Figure 1. Pin map.
Drawn at 6 px/um. Pins as bars across the die edge, other pins in grey.
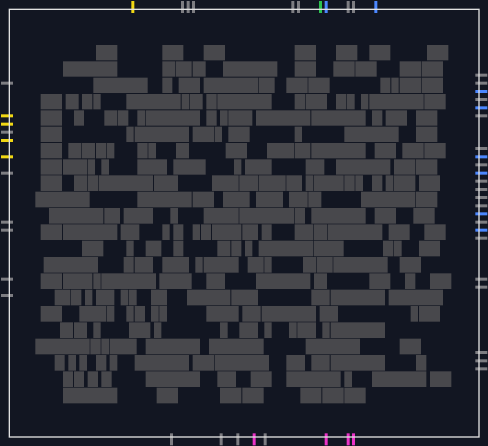
Figure 2. Signal wires by layer.
Drawn at 4 px/um. Only two layers are drawn.
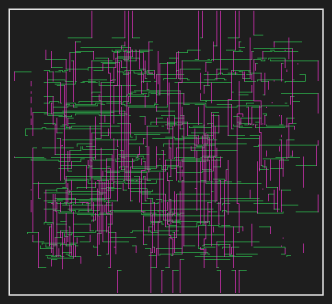
File: config.mk
export PLATFORM = sky130hd
export DESIGN_NAME = trans_mem_drain
export DESIGN_NICKNAME = d
export VERILOG_FILES = /design/src/rtl/trans_mem_drain.sv
export SDC_FILE = /design/constraint.sdc
export NUM_CORES = 1
export LEC_CHECK = 0
export CAP_MARGIN = 20
export CORE_ASPECT_RATIO = 0.9
export CORE_MARGIN = 4
export CORE_UTILIZATION = 49
export CTS_CLUSTER_SIZE = 24
export DETAILED_ROUTE_END_ITERATION = 10
export GPL_ROUTABILITY_DRIVEN = 1
export PLACE_DENSITY_LB_ADDON = 0.05
export SYNTH_ARGS = -nofsm -noshare
export SYNTH_HDL_FRONTEND = slang
export SYNTH_SLANG_ARGS = --single-unit
File: constraint.sdc
create_clock -name clock -period 3.6 [get_ports clock]
set_input_delay 0.54 -clock clock [delete_from_list [all_inputs] [get_ports clock]]
set_output_delay 0.54 -clock clock [all_outputs]
set_load 0.1 [all_outputs]
File: src/rtl/trans_mem_drain.sv
// Read-side drain engine: walks port B of the two transmit result memories and
// presents each stored byte as a valid/ready stream tagged with its source memory.
module trans_mem_drain #(
  parameter int ADDR_W = 4,
  parameter int DATA_W = 8,
  parameter int RD_LAT = 1
) (
  input  logic              clock,
  input  logic              reset,
  input  logic              start,
  input  logic [ADDR_W:0]   mem1_count,
  input  logic [ADDR_W:0]   mem2_count,
  output logic [ADDR_W-1:0] m1_addrb,
  output logic              m1_renb,
  input  logic [DATA_W-1:0] m1_doutb,
  output logic [ADDR_W-1:0] m2_addrb,
  output logic              m2_renb,
  input  logic [DATA_W-1:0] m2_doutb,
  output logic              out_valid,
  input  logic              out_ready,
  output logic [DATA_W-1:0] out_data,
  output logic              out_src,
  output logic              out_last,
  output logic              busy,
  output logic              done
);

  localparam int CNT_W = ADDR_W + 1;
  localparam logic [CNT_W-1:0] MAX_CNT   = CNT_W'(2 ** ADDR_W);
  localparam logic [1:0]       WAIT_INIT = 2'(RD_LAT - 1);

  typedef enum logic [2:0] {
    S_IDLE,
    S_ISSUE,
    S_WAIT,
    S_SEND,
    S_DONE
  } state_e;

  state_e              state_q, state_d;
  logic [CNT_W-1:0]    cnt1_q, cnt1_d, cnt2_q, cnt2_d;
  logic                src_q, src_d;
  logic [ADDR_W-1:0]   idx_q, idx_d;
  logic [1:0]          wait_cnt_q, wait_cnt_d;
  logic [ADDR_W-1:0]   m1_addrb_q, m1_addrb_d, m2_addrb_q, m2_addrb_d;
  logic                m1_renb_q, m1_renb_d, m2_renb_q, m2_renb_d;
  logic                out_valid_q, out_valid_d;
  logic [DATA_W-1:0]   out_data_q, out_data_d;
  logic                out_src_q, out_src_d;
  logic                out_last_q, out_last_d;
  logic                busy_q, busy_d;
  logic                done_q, done_d;

  logic [CNT_W-1:0]    c1_clamp, c2_clamp, idx_next, cur_cnt;
  logic                more, is_last;
  logic                issue_en, issue_src;
  logic [ADDR_W-1:0]   issue_idx;

  assign m1_addrb  = m1_addrb_q;
  assign m1_renb   = m1_renb_q;
  assign m2_addrb  = m2_addrb_q;
  assign m2_renb   = m2_renb_q;
  assign out_valid = out_valid_q;
  assign out_data  = out_data_q;
  assign out_src   = out_src_q;
  assign out_last  = out_last_q;
  assign busy      = busy_q;
  assign done      = done_q;

  // NOTE: every signal written here gets a default first, so no path leaves one unassigned and no latch is inferred.
  always_comb begin
    state_d     = state_q;
    cnt1_d      = cnt1_q;
    cnt2_d      = cnt2_q;
    src_d       = src_q;
    idx_d       = idx_q;
    wait_cnt_d  = wait_cnt_q;
    m1_addrb_d  = m1_addrb_q;
    m2_addrb_d  = m2_addrb_q;
    m1_renb_d   = 1'b0;
    m2_renb_d   = 1'b0;
    out_valid_d = out_valid_q;
    out_data_d  = out_data_q;
    out_src_d   = out_src_q;
    out_last_d  = out_last_q;
    busy_d      = busy_q;
    done_d      = 1'b0;
    issue_en    = 1'b0;
    issue_src   = src_q;
    issue_idx   = '0;

    c1_clamp = (mem1_count > MAX_CNT) ? MAX_CNT : mem1_count;
    c2_clamp = (mem2_count > MAX_CNT) ? MAX_CNT : mem2_count;
    idx_next = {1'b0, idx_q} + CNT_W'(1);
    cur_cnt  = src_q ? cnt2_q : cnt1_q;
    more     = idx_next < cur_cnt;
    // The final byte is the last of memory 2, or the last of memory 1 when memory 2 is empty.
    is_last  = !more && (src_q || (cnt2_q == '0));

    case (state_q)
      S_IDLE: begin
        if (start) begin
          cnt1_d = c1_clamp;
          cnt2_d = c2_clamp;
          if (c1_clamp != '0) begin
            issue_en  = 1'b1;
            issue_src = 1'b0;
          end else if (c2_clamp != '0) begin
            issue_en  = 1'b1;
            issue_src = 1'b1;
          end else begin
            src_d   = 1'b0;
            idx_d   = '0;
            state_d = S_DONE;
          end
        end
      end
      S_ISSUE: begin
        wait_cnt_d = WAIT_INIT;
        state_d    = S_WAIT;
      end
      S_WAIT: begin
        if (wait_cnt_q == '0) begin
          out_data_d  = src_q ? m2_doutb : m1_doutb;
          out_src_d   = src_q;
          out_last_d  = is_last;
          out_valid_d = 1'b1;
          state_d     = S_SEND;
        end else begin
          wait_cnt_d = wait_cnt_q - 2'd1;
        end
      end
      S_SEND: begin
        if (out_ready) begin
          out_valid_d = 1'b0;
          out_last_d  = 1'b0;
          if (more) begin
            issue_en  = 1'b1;
            issue_idx = idx_next[ADDR_W-1:0];
          end else if (!src_q && (cnt2_q != '0)) begin
            issue_en  = 1'b1;
            issue_src = 1'b1;
          end else begin
            busy_d  = 1'b0;
            state_d = S_DONE;
          end
        end
      end
      S_DONE: begin
        done_d  = 1'b1;
        busy_d  = 1'b0;
        state_d = S_IDLE;
      end
      default: state_d = S_IDLE;
    endcase

    // Launch a one-cycle port-B read; the unselected address keeps its last value.
    if (issue_en) begin
      state_d = S_ISSUE;
      busy_d  = 1'b1;
      src_d   = issue_src;
      idx_d   = issue_idx;
      if (issue_src) begin
        m2_renb_d  = 1'b1;
        m2_addrb_d = issue_idx;
      end else begin
        m1_renb_d  = 1'b1;
        m1_addrb_d = issue_idx;
      end
    end
  end

  // NOTE: sequential state uses non-blocking assignments so every flop samples pre-edge values.
  always_ff @(posedge clock or negedge reset) begin
    if (!reset) begin
      state_q     <= S_IDLE;
      cnt1_q      <= '0;
      cnt2_q      <= '0;
      src_q       <= 1'b0;
      idx_q       <= '0;
      wait_cnt_q  <= '0;
      m1_addrb_q  <= '0;
      m2_addrb_q  <= '0;
      m1_renb_q   <= 1'b0;
      m2_renb_q   <= 1'b0;
      out_valid_q <= 1'b0;
      out_data_q  <= '0;
      out_src_q   <= 1'b0;
      out_last_q  <= 1'b0;
      busy_q      <= 1'b0;
      done_q      <= 1'b0;
    end else begin
      state_q     <= state_d;
      cnt1_q      <= cnt1_d;
      cnt2_q      <= cnt2_d;
      src_q       <= src_d;
      idx_q       <= idx_d;
      wait_cnt_q  <= wait_cnt_d;
      m1_addrb_q  <= m1_addrb_d;
      m2_addrb_q  <= m2_addrb_d;
      m1_renb_q   <= m1_renb_d;
      m2_renb_q   <= m2_renb_d;
      out_valid_q <= out_valid_d;
      out_data_q  <= out_data_d;
      out_src_q   <= out_src_d;
      out_last_q  <= out_last_d;
      busy_q      <= busy_d;
      done_q      <= done_d;
    end
  end

endmodule

==> flow_summary.toml <==
# implementation run metrics
[run_status]
outcome = "finished clean"

[worst_setup_path]
source_of_the_worst_register_to_register_timing_path = "src_q"
critical_path.top_delay_family = "AND-OR/OR-AND gates"
reg2reg_setup_slack_ps = 1090
crit_end = "m1_addrb[0]"
r2r-end = "m1_addrb[0]"
cp_num_cells = 7
worst-endpoint-arrival_ps = 2680
slowest_stage = "dfrtp_1"
path_common_cell = "a21o_1"
startpoint_type = "register"
worst-path-buf-inv = 0
crit_path_cell_trace = "mux2i_1 > ha_1 > a21o_1 > a21o_1 > o21ai_0 > o211ai_2 > a22o_1"
reg2reg_depth = 7
data_required_time_of_the_worst_path_ps = 3770
worstSetupEndpointType = "register"
crit_start = "src_q"
critical_path_fanouts_max = 10

[finish]
final.clkbuf_count = 7
layout.area.seq_um2 = 1076
postLayoutCoreUtil_pct = 67.28
final_cell_count_no_fill = 315
buffers_excl_clock = 54
layout.cells.most_common_list = "51 x clkdlybuf4s50_1, 43 x dfrtp_1, 18 x nor2_1"
nMultiInputCombCells = 141
comb_area_share_pct = 35.75
stdcell_area_um2 = 2796
dominant-cell-class = "sequential cells"
final.signal_inverter_count = 9
area.combinational_um2 = 999.7
seq_cell_count = 43
clk_share_pct = 2.908
n_antenna_cell = 0
seq_share_pct = 38.48
signed_area_change_from_the_synthesized_netlist_to_the_final_layout_pct = 29.27
fillerInstances = 354
drive_gt1_share_pct = 9.412
fin_nets = 290
lay_top_count = "clkdlybuf4s50_1"
largest_register_ffs = 8

[sta]
worst_slew_margin_rel_pct = 34.52
timing.final.crit_share_pct = 69.72
finalClockSkew_ps = 3.594
finalSetupViolations = 0
worst_pin_slew_ps = 979.1
layout_min_cycle_time_ps = 2510
peak_clock_frequency_supported_by_timing_mhz = 398.4
fin_worst_hold_slack_ps = 389.2
final-hold-violation-count = 0
totalNegativeSetupSlack_ps = 0
final.setup.worst_slack_ps = 1090
finalMaxSlewViolations = 0
unrepaired_setup_endpoints_after_global_routing = "false"

[power]
p_seq_share_pct = 29.7
p_sw_share_pct = 52.81
combinationalPower_mw = 1.64
power_density_nw_per_um2 = 981.8
ir_worst_vdd_v = 0.0005937
seq_cell_power_mw = 0.816
comb_power_share_pct = 59.8
pwr.group.clock_mw = 0.288
power_report.internal_total_mw = 1.296
p_total_mw = 2.746
clock_power_share_pct = 10.5
total_leakage_power_nw = 1.257

[logic_synthesis]
synth_dominant_cell_count = "dfrtp_1"
syn_area_per_cell_um2 = 10.71
netlist.top_cell.by_area = "dfrtp_1"
ys_seq_share_pct = 49.74
yosys_top_cell_area_share_pct = 49.74
post_synth_simple_gate_area_pct = 15.73
yosys_register_bits = 43
floorplan.nets = 238
synth_stat.cells = 202
post_synth_tally_of_flip_flops_with_integrated_enable = 0
ys_async_sr_fraction_pct = 100.0
synth_warnings = 0
ff_type = "dfrtp_1"
xor_xnor_area_share_pct = 0.8097
fa_ha_area_share_pct = 3.470
post_synth_mux_area_share_pct = 8.271
topCellsByArea = "dfrtp_1 50%, mux2i_1 6.0%, ha_1 3.5%"
synth_cell_type_count = 43
syn_inst = 202
synthTopCellsByCount = "43 x dfrtp_1, 18 x nor2_1, 17 x nand2_1, 13 x mux2i_1, 13 x o21ai_0"
synth.logic.top_family = "AND-OR/OR-AND gates"
compound_area_share_pct = 17.70

[clocking]
cts_buffers = 5
clock_sinks = 43
post_cts_hold_fix_buffer_tally = 0
cts_root_buffer = "clkbuf_8"
clock_insertion_delay_worst_skew_ps = 280
post_cts_buffers = 0
ctsResizeCount = 0
cts.htree.levels = 2
ctsLongestPathBuffers = 2

[placement]
globalplace.congestion = 0.8263
placedCellCount = 307
placement.setup.worst_slack_ps = 1065
io_buffers = 52
dp_hpwl_mm = 3.386
placed_cell_area_um2 = 2715

[floorplan]
floorplan.initialDensity_pct = 52.05
design.die.area_um2 = 5544
io-pin-count = 53
die_h_um = 71.04
floorplan.die.width_um = 78.04
nWellTaps = 60
placementRows = 22
core_um2 = 4156

[detailed_routing]
wirelength_met1_mm = 2.020
route.antenna.remaining_nets = 0
detail_route.first_pass.iterations = 4
drt_iter0_markers = 72
wl_met3_um = 301
topRoutingLayerUsed = "met4"
routed-wl-met2_mm = 2.045
remaining_drc_errors = 0

[grt]
grt_pass1_vias = 1663
antenna_violations_before_repair = 0
grt_use_met2_pct = 28.04
grtUsageMet1_pct = 23.74
global_routing_usage_on_met3_pct = 5.216
grt.overflow.total = 0
largest_net_degree_at_the_start_of_global_routing = 44
grt-busiest-layer = "met2"

[hold_path]
timing.hold.worst.class = "input pin to asynchronous set/reset pin"

[job]
warnings = 26
max-cap-violations = 0
Back to the opening pictures, Figure 1:
m1_addrb -> magenta  # pins 4, direction output, edge south
out_data -> blue  # pins 8, direction output, edge 6 east, 2 north
out_src -> green  # pins 1, direction output, edge north
mem2_count -> yellow  # pins 5, direction input, edge 4 west, 1 north
all pins by edge = 23 east, 11 west, 11 north, 8 south

Back to the opening pictures, Figure 2:
metal 1 -> green  # wire length 2,020 um
metal 2 -> magenta  # wire length 2,050 um
GRT Total Usage: 17.66%
routed wirelength normalized by instance count: 13.97 um
detailed-route wire length: 4.401 mm
total number of vias: 1,641

